Placed standard cells:
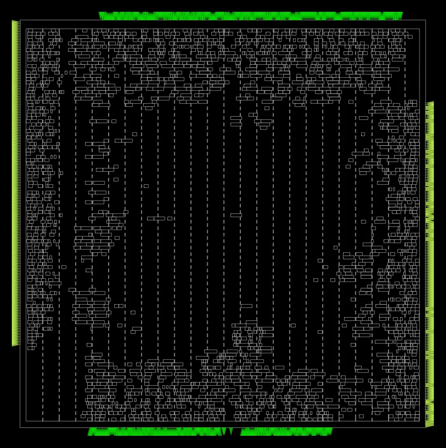
Wires at chosen ports, followed through buffers:
(1 px per µm)
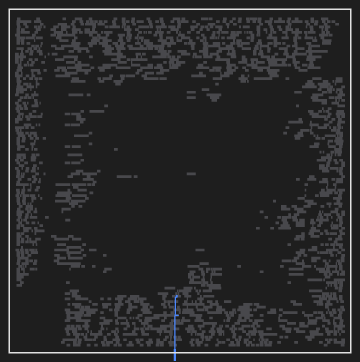
Gate-type map:
(1.5 px per µm)
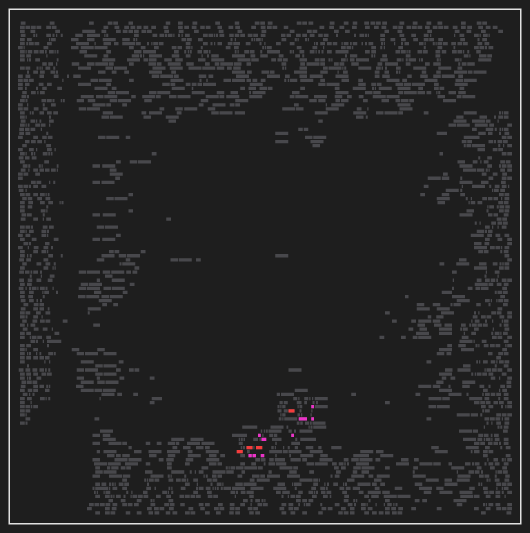
Ports around the boundary:
(1.5 px per µm) Pins as bars across the die edge, other pins in grey.
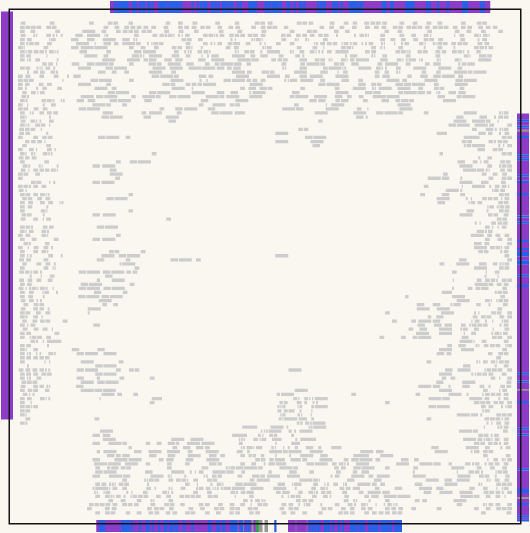
Design weight_scheduler, sky130hd; sources not shown.
==> results.json <==
{
  "cp_data_arrival_time_ps": 2440,
  "rows": 121,
  "grt_start_max_net_pins": 125,
  "crit_required_ps": 4690,
  "min_path_cells": 1,
  "htree_levels": 1,
  "cts.reportedPaths.clkPinSlew_ps": 60,
  "outcome": "complete, no violations",
  "cpLargestDelayFamily": "buffers and inverters",
  "yosysMostFrequentCell": "dfrtp_1",
  "yosysCellCount": 1272,
  "nets": 2767,
  "min_path_type": "flop to flop",
  "grt_pass1_vias": 13781,
  "wirelength_mm": 74.6,
  "vias_per_cell": 3.59,
  "drt_first_iter_violations": 504,
  "peakVddDrop_uv": 229,
  "area_delta_synth_final_pct": 76.6,
  "slew_headroom_pct": 28.4,
  "fmax_ghz": 0.250,
  "worstSkewPairLatency_ps": 580,
  "ys_ff": 231,
  "dr.pass1.iters": 4,
  "gr-total-overflow": 0,
  "drc": 0,
  "diodes": 0,
  "common_cells": "dfrtp_1, nand2_1, o21ai_0",
  "fin_tns_setup_ps": 0,
  "dp.final_hpwl_mm": 61.5,
  "grt.total_usage_pct": 12.0,
  "synth_top_area_share_pct": 40.1,
  "reg2regPathDepth": 5,
  "finalSetupViolations": 0,
  "syn_nets": 1931,
  "warnings": 36,
  "p_leak_nw": 9.94,
  "max_cap_violations": 0,
  "place_ws_ps": 1970,
  "area_leaders": "dfrtp_1, mux2_4, mux2i_1",
  "cts_setup_buffers": 0,
  "largest_area_cell": "dfrtp_1",
  "stdcell_area_mm2": 0.0255,
  "syn_inst": 1272,
  "numCtsBuffers": 30,
  "crit_chain": "nor3b_1, clkdlybuf4s50_1",
  "ctsResizeCount": 0,
  "grt_first_pass_wirelength_mm": 103,
  "crit_slowest_cell": "clkdlybuf4s50_1",
  "placedInstanceArea_mm2": 0.0245,
  "cts.sinks": 231,
  "fin_crit_sh_pct": 64.1,
  "cts_tree": "built",
  "reg2reg_slack_ps": 3300,
  "pwr_density_cell_mw_per_mm2": 479,
  "hold_viol": 0,
  "gp_congestion": 0.856,
  "avgRoutedWirePerCell_um": 21.1,
  "synth_area_mm2": 0.0144,
  "clock_skew_ps": 18.2,
  "clock_path_buffers": 3,
  "synthArstFlopShare_pct": 100,
  "period_minus_slack_ps": 4010,
  "critPathBufInv": 1,
  "yosysWarnings": 6,
  "num_vias": 12709,
  "drive_gt1_share_pct": 14.3,
  "grt_setup_unrepaired": "no",
  "drv_slew": 0,
  "timing.final.ws_setup_ps": 2240,
  "crit_fanout": 6,
  "largest_register_ffs": 216,
  "utilization_pct": 23.5,
  "chip_area_mm2": 0.116,
  "flop_cell": "dfrtp_1",
  "start_kind": "flop",
  "ys_seq_share_pct": 40.1,
  "ant_nets": 0,
  "end_kind": "primary output",
  "synth_area_per_cell_um2": 11.3,
  "tightest_slew_ps": 1070,
  "synth_cell_type_count": 48,
  "yosys_area_mm2": 0.0144,
  "hold_buffers": 0,
  "whs_ps": 506,
  "cts-root-buf": "clkbuf_16",
  "max_stage_delay_ps": 820,
  "initCoreUtil_pct": 13.3,
  "worst-path-stages": 2,
  "critical_path_class": "flop to primary output",
  "edf_count": 0
}
Notes on 'placed standard cells' above:
# Taps: 1414
flop share of the area: 22.7%
core area: 0.109 mm²

Notes on 'wires at chosen ports, followed through buffers' above:
[blue] `busy` | direction: output | edge: bottom | end cells: 1 | buffers: 1 | wire: 59.3 µm
PortBufs: 879
I/O pins: 880

Notes on 'gate-type map' above:
[red] adder and majority cells | cells: 4 | most used: ha_1 | where: bottom centre
[magenta] AND and OR gates | cells: 9 | most used: and2_2 | where: bottom centre
final non-filler cell total: 3543
multi-input combinational area share: 30.5%
dominant logic cell type in the layout: clkdlybuf4s50_1

Notes on 'ports around the boundary' above:
[green] `busy` | pins: 1 | direction: output | edge: bottom
[purple] `bank_weight_data` | pins: 648 | direction: input | edge: 200 left, 168 right, 166 top, 114 bottom
[blue] `w_data` | pins: 216 | direction: output | edge: 109 top, 78 bottom, 29 right
Die Y: 342 µm
die outline width: 340 µm

-- final cells by class --
class	count	area (µm²)
Fill cell	11742	83100
Multi-Input combinational cell	934	7780
Clock inverter	12	135
Clock buffer	41	853
Tap cell	1414	1770
Inverter	8	30.0
Timing Repair Buffer	903	9110
Sequential cell	231	5790
-- power by group --
group          internal, mW  total (mW)  leakage [nW]  switching (mW)
registers              2.27        2.78          2.75           0.511
clock network          1.07        1.77         0.495           0.701
logic                  3.63        7.66          6.70            4.03
-- cell families (layout without fill, tap and decap cells) --
kind of cell    Yosys count  count (layout)  share of synthesized area, %
flops                   231             231                          40.1
buf+inv                 107             964                          6.03
xor+xnor                  3               3                         0.182
mux                     435             435                          37.5
compound gates          234             234                          8.37
simple gates            258             258                          7.45
fa+ha+maj                 4               4                         0.347
-- per-stage QoR --
step	total power [mW]	cells
detailed placement	10.6	3489
global placement	10.6	3488
CTS	12.5	3542
global route	12.8	3543
floorplan	7.38	1272
finish	12.2	3543
-- metal layers --
layer | GRT usage, % | wire length (µm)
met2 | 20.6 | 36000
met5 | 0 | 0
met1 | 14.9 | 31300
met4 | 3.60 | 2170
met3 | 2.87 | 5190
-- layout by cell type, fill, tap and decap left out, types with 4 or more instances in the layout --
cell type and instances:
a21oi_1 5, buf_12 9, buf_4 13, clkbuf_1 6, clkbuf_16 31, clkbuf_8 4
clkdlybuf4s50_1 878, clkinv_2 9, dfrtp_1 229, ha_1 4, inv_1 7, mux2_2 9
mux2_4 209, mux2i_1 216, nand2_1 224, nor2_1 7, o21ai_0 219
Power is estimated from default activity; no workload was simulated.
